<file path="src/rtl/instqueue_param.sv">
// instqueue_param: parametrised in-order instruction buffer between IF and the decoder (optional empty-queue bypass via INSTQUEUE_BYPASS_EN)
module instqueue_param #(
    parameter int DEPTH        = 16,
    parameter int PTR_W        = 4,
    parameter int INST_W       = 32,
    parameter int PC_W         = 32,
    parameter int STALL_MARGIN = 2
) (
    input  logic              clk_in,
    input  logic              rst_in,
    input  logic              rdy_in,
    input  logic              if_instqueue_en_in,
    input  logic [INST_W-1:0] if_instqueue_inst_in,
    input  logic [PC_W-1:0]   if_instqueue_pc_in,
    output logic              instqueue_if_stall_out,
    input  logic              rs_instqueue_rdy_in,
    input  logic              rob_instqueue_rdy_in,
    input  logic              rob_instqueue_rst_in,
    input  logic              decoder_instqueue_rst_in,
    input  logic              bp_instqueue_rst_in,
    output logic              instqueue_decoder_en_out,
    output logic [INST_W-1:0] instqueue_decoder_inst_out,
    output logic [PC_W-1:0]   instqueue_decoder_pc_out,
    output logic [PTR_W:0]    instqueue_count_out,
    output logic              instqueue_overflow_out
);
    localparam logic [PTR_W:0] full_count  = (PTR_W+1)'(DEPTH);
    localparam logic [PTR_W:0] stall_count = (PTR_W+1)'(DEPTH - STALL_MARGIN);
    logic [INST_W-1:0] inst_mem [DEPTH];
    logic [PC_W-1:0]   pc_mem   [DEPTH];
    logic [PTR_W-1:0]  head, tail;
    logic [PTR_W:0]    count, count_nxt;
    logic              flush, pop_rdy, empty, full, push, pop, bypass;
    logic              stall_nxt, en_nxt, overflow_nxt;
    logic [INST_W-1:0] inst_nxt;
    logic [PC_W-1:0]   pc_nxt;

    assign instqueue_count_out = count;

    // event decode and next-state; all full/empty decisions use the start-of-cycle count
    always_comb begin
        flush   = rob_instqueue_rst_in | decoder_instqueue_rst_in | bp_instqueue_rst_in;
        pop_rdy = rob_instqueue_rdy_in && rs_instqueue_rdy_in;
        empty   = count == '0;
        full    = count == full_count;
`ifdef INSTQUEUE_BYPASS_EN
        bypass  = empty && if_instqueue_en_in && pop_rdy && !flush;
`else
        bypass  = 1'b0;
`endif
        push         = if_instqueue_en_in && !full && !flush && !bypass;
        pop          = pop_rdy && !empty && !flush;
        count_nxt    = flush ? '0 : count + (PTR_W+1)'(push) - (PTR_W+1)'(pop);
        stall_nxt    = count_nxt >= stall_count;
        en_nxt       = pop || bypass;
        inst_nxt     = bypass ? if_instqueue_inst_in : pop ? inst_mem[head] : instqueue_decoder_inst_out;
        pc_nxt       = bypass ? if_instqueue_pc_in : pop ? pc_mem[head] : instqueue_decoder_pc_out;
        overflow_nxt = instqueue_overflow_out || (if_instqueue_en_in && full && !flush);
    end

    // pointer, count and output registers; rdy_in low freezes everything
    always_ff @(posedge clk_in) begin
        if (rst_in) begin
            head                       <= '0;
            tail                       <= '0;
            count                      <= '0;
            instqueue_if_stall_out     <= 1'b0;
            instqueue_decoder_en_out   <= 1'b0;
            instqueue_decoder_inst_out <= '0;
            instqueue_decoder_pc_out   <= '0;
            instqueue_overflow_out     <= 1'b0;
        end else if (rdy_in) begin
            head                       <= flush ? '0 : head + PTR_W'(pop);
            tail                       <= flush ? '0 : tail + PTR_W'(push);
            count                      <= count_nxt;
            instqueue_if_stall_out     <= stall_nxt;
            instqueue_decoder_en_out   <= en_nxt;
            instqueue_decoder_inst_out <= inst_nxt;
            instqueue_decoder_pc_out   <= pc_nxt;
            instqueue_overflow_out     <= overflow_nxt;
        end
    end

    // entry storage; contents after reset are don't-care so no reset here
    always_ff @(posedge clk_in) begin
        if (!rst_in && rdy_in && push) begin
            inst_mem[tail] <= if_instqueue_inst_in;
            pc_mem[tail]   <= if_instqueue_pc_in;
        end
    end
endmodule
</file>
<file path="config.mk">
export PLATFORM = sky130hd
export DESIGN_NAME = instqueue_param
export DESIGN_NICKNAME = d
export VERILOG_FILES = /design/src/rtl/instqueue_param.sv
export SDC_FILE = /design/constraint.sdc
export NUM_CORES = 1
export LEC_CHECK = 0
export CAP_MARGIN = 0
export CORE_ASPECT_RATIO = 2
export CORE_MARGIN = 10
export CORE_UTILIZATION = 47
export DETAILED_ROUTE_END_ITERATION = 8
export PLACE_DENSITY = 0.62
export SLEW_MARGIN = 10
export SYNTH_ARGS = -nofsm -noshare
export SYNTH_HDL_FRONTEND = slang
export SYNTH_SLANG_ARGS = --single-unit
</file>
<file path="constraint.sdc">
create_clock -name clk_in -period 10.2 [get_ports clk_in]
set_clock_uncertainty 0.2 [all_clocks]
set_input_delay 3.06 -clock clk_in [delete_from_list [all_inputs] [get_ports clk_in]]
set_output_delay 3.06 -clock clk_in [all_outputs]
set_load 0.01 [all_outputs]
</file>
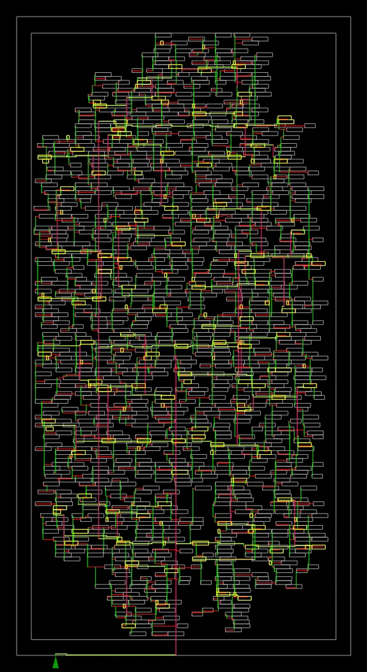
*Clock wiring as the flow saved it*
CLK BUF: 141
clock-net power: 3.60 mW
clk latency late pin: 690 ps
TritonCTS buffer count: 94

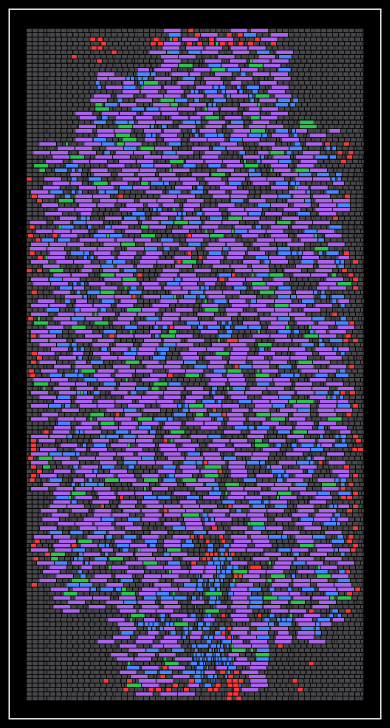
*Placed cells, one colour a class*
Fill, decap, tap and diode cells in grey.
[other buffers and delay cells] red | cells: 185 | share of their area: 3.8%
[flip-flops] purple | cells: 1104 | share of their area: 70%
[all other logic] blue | cells: 624 | share of their area: 19%
[clock drivers and dummy loads] green | cells: 178 | share of their area: 6.7%
Core Box Area: 88100 um2
Seq area share: 0.679
Final Util: 0.541
FP Rows: 154

==> job_summary.md <==
### Yosys + OpenROAD results

| Metric | Value |
|---|---|
| Outcome | complete, no violations |
| XOR/XNOR Fraction of Synth Area | 0.00189 |
| Vias per inst | approximately 5.8 |
| Top power group | registers |
| Crit path cell chain | clkdlybuf4s50_1, buf_4, nor4b_2, and4b_1, nor2b_1, nand2_1, nor2_4, buf_4 |
| Final Max Slew Viols | 0 |
| NetSw | 1.67 mW |
| Async SR Flop Fraction | 0 |
| Cell area leaders | edfxtp_1, mux4_2, dfxtp_1, mux2_2, mux2i_1 |
| Mux share | 0.172 |
| Fp_density | 0.473 |
| H-tree levels | 3 |
| First-pass GRT wire length | between 100000 and 150000 um |
| PortBufs | 144 |
| Synth top cell by count | edfxtp_1 |
| WHS Endpoint | instqueue_decoder_pc_out[1] |
| Max incr delay on CP | ~950 ps |
| Met3 wire length | 4030 um |
| Largest regs | inst_mem (512), pc_mem (512) |
| Final period util | 0.657 |
| Post-route ant nets | 0 |
| Internal | 6.99 mW |
| Met3 GRT Util | 0.0287 |
| Mapped Cells | approximately 1800 |
| Synth unique cells | 38 |
| Met2 wire length | approximately 52000 um |
| FF-to-FF Start | instqueue_count_out[3] |
| Max_slew headroom | 0.191 |
| Synth Flop Type | edfxtp_1 |
| Area leader share | 0.738 |
| CP Launch Point | rdy_in |
| Syn Std Cell Area | about 42000 um2 |
| Pre-CTS setup slack | around 2700 ps |
| Layout Cells excl Fill | about 3300 |
| Final hold slack | around 290 ps |
| Hold Crit Depth | 2 |
| Die width | roughly 230 um |
| Dpl hpwl | just over 50000 um |
| FF-to-FF End | pc_mem[6][19] |
| Register-to-Register Path Depth | 8 |
| Vias in the first global route | 21100 |
| Area growth syn-to-layout | 14.3% |
| Clock tree buffer depth | 3 |
| Layout Nets | around 2100 |
| P_comb | approximately 0.12 mW |
| Unrepaired setup endpoints after global routing | false |
| Remaining DRCs | 0 |
| Synth flops | between 1000 and 1500 |
| Die Y | roughly 440 um |
| Min Tclk post-route | 6710 ps |
| Initial drt markers | about 1400 |
| Initial antenna violation count | 3 |
| CP endpoint | pc_mem[6][19] |
| Metal-1 WL | roughly 35000 um |
| Share of layout cells above drive strength 1 | 0.250 |
| Comb_multi_in | approximately 610 |
| Yosys Warn Count | 0 |
| Crit path required time | approximately 10000 ps |
| R2r setup slk | ~6300 ps |
| Setup TNS Final | 0 ps |
| Main logic family after synthesis | multiplexers |
| Post-synth EDFFs | just over 1000 |
| Simple Share, Synth | 0.00738 |
| CTS Hold Bufs | 0 |
| Yosys aoi share | 0.0254 |
| Worst Hold Launch | instqueue_decoder_pc_out[1] |
| Die Area | between 100000 and 150000 um2 |
| Most frequent cells in the layout | edfxtp_1, mux4_2, clkdlybuf4s50_1 |
| CP Buf/Inv Count | 3 |
| Area after DPL | about 45000 um2 |
| CTS tree | yes |
| Signal buffers share of area | 0.0372 |
| VDD IR max | 150 uV |
| Log Warnings | 28 |
| Setup CP Type | input port to register |
| Worst-path clk slew | around 70 ps |
| Clk tree area frac | 0.0649 |
| Cell area after layout | approximately 48000 um2 |
| Most numerous logic cell after layout | edfxtp_1 |
| CP endpoint kind | register |
| Setup bufs post-CTS | 0 |
| Tapcells | between 1000 and 1500 |
| Syn_nets | 1916 |
| Max-Cap Viols | 0 |
| Fraction of area in multi-input gates | 0.187 |
| Gates resized, CTS repair | 0 |
| # fillers | 6737 |
| Yosys Chip Area | around 42000 um2 |
| Non-clk invs | 10 |
| Yosys Instances | around 1800 |
| Drt first pass iters | 5 |
| Syn Area/Cell | between 20 and 25 um2 |
| Max layer used | met5 |
| Routability cong. | roughly 0.76 |
| Root buffer cell | clkbuf_16 |
| Routing usage on met1 | 0.211 |
| Worst-Margin Slew | 1210 ps |
| Sequential fraction of the synthesis area | 0.776 |
| Clk network pwr share | 0.416 |
| Comb pwr share | 0.013 |
| Buffers outside the clock class | between 150 and 200 |
| Crit-path leading delay family | simple AND/OR/NAND/NOR gates |
| Switching Fraction | 0.193 |
| CP max-delay cell | nor2_4 |
| Busiest grt layer | met2 |
| CP Launch Type | input port |
| Sequential cell count | between 1000 and 1500 |
| Largest class | sequential cells |
| Final setup vio count | 0 |
| Static leakage | 14.2 nW |
| Power per cell area | roughly 180 nW/um2 |
| Area leader, netlist | edfxtp_1 |
| Setup WS post-layout | around 3500 ps |
| CP max FO | 36 |
| Placed cell count | around 3000 |
| Logic area | approximately 8900 um2 |
| Reg power frac | 0.571 |
| Post-synth top cells | edfxtp_1, mux4_2, dfxtp_1 |
| Largest net degree at the start of global routing | 68 |
| Hold Crit Class | register to register |
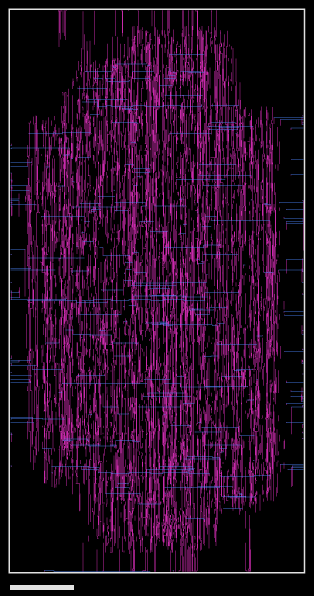
*Routed metal, one colour a layer*
Scale bar: 50 um. Only two layers are drawn.
[met3] blue | wire length: 4030 um
[met2] magenta | wire length: 51.7 mm
total global routing track utilization: 0.184
WL per Instance: 28.3 um
Total Wirelength: 92300 um
DR vias: 18900

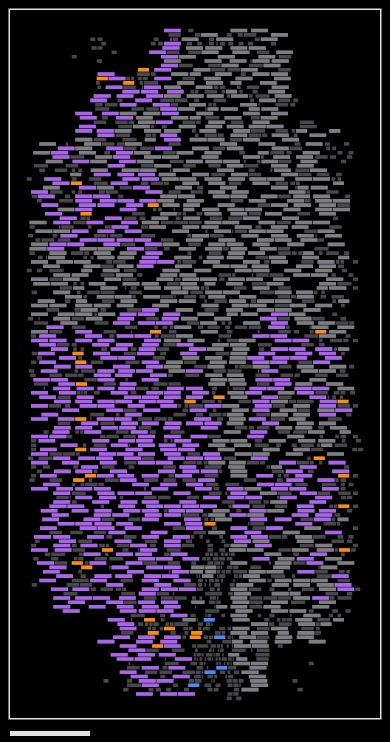
*Register map, names as in the netlist*
Scale bar: 50 um.
[`instqueue_count_out`] blue | flops: 5 | where: bottom middle
[`instqueue_decoder_inst_out`] orange | flops: 32 | where: spread over the die
[`inst_mem`] purple | flops: 512
not coloured: 555
FF/Latch Area: 32400 um2
sequential power: 4.94 mW

No activity file was given, so power comes from the tool's default toggle rates.
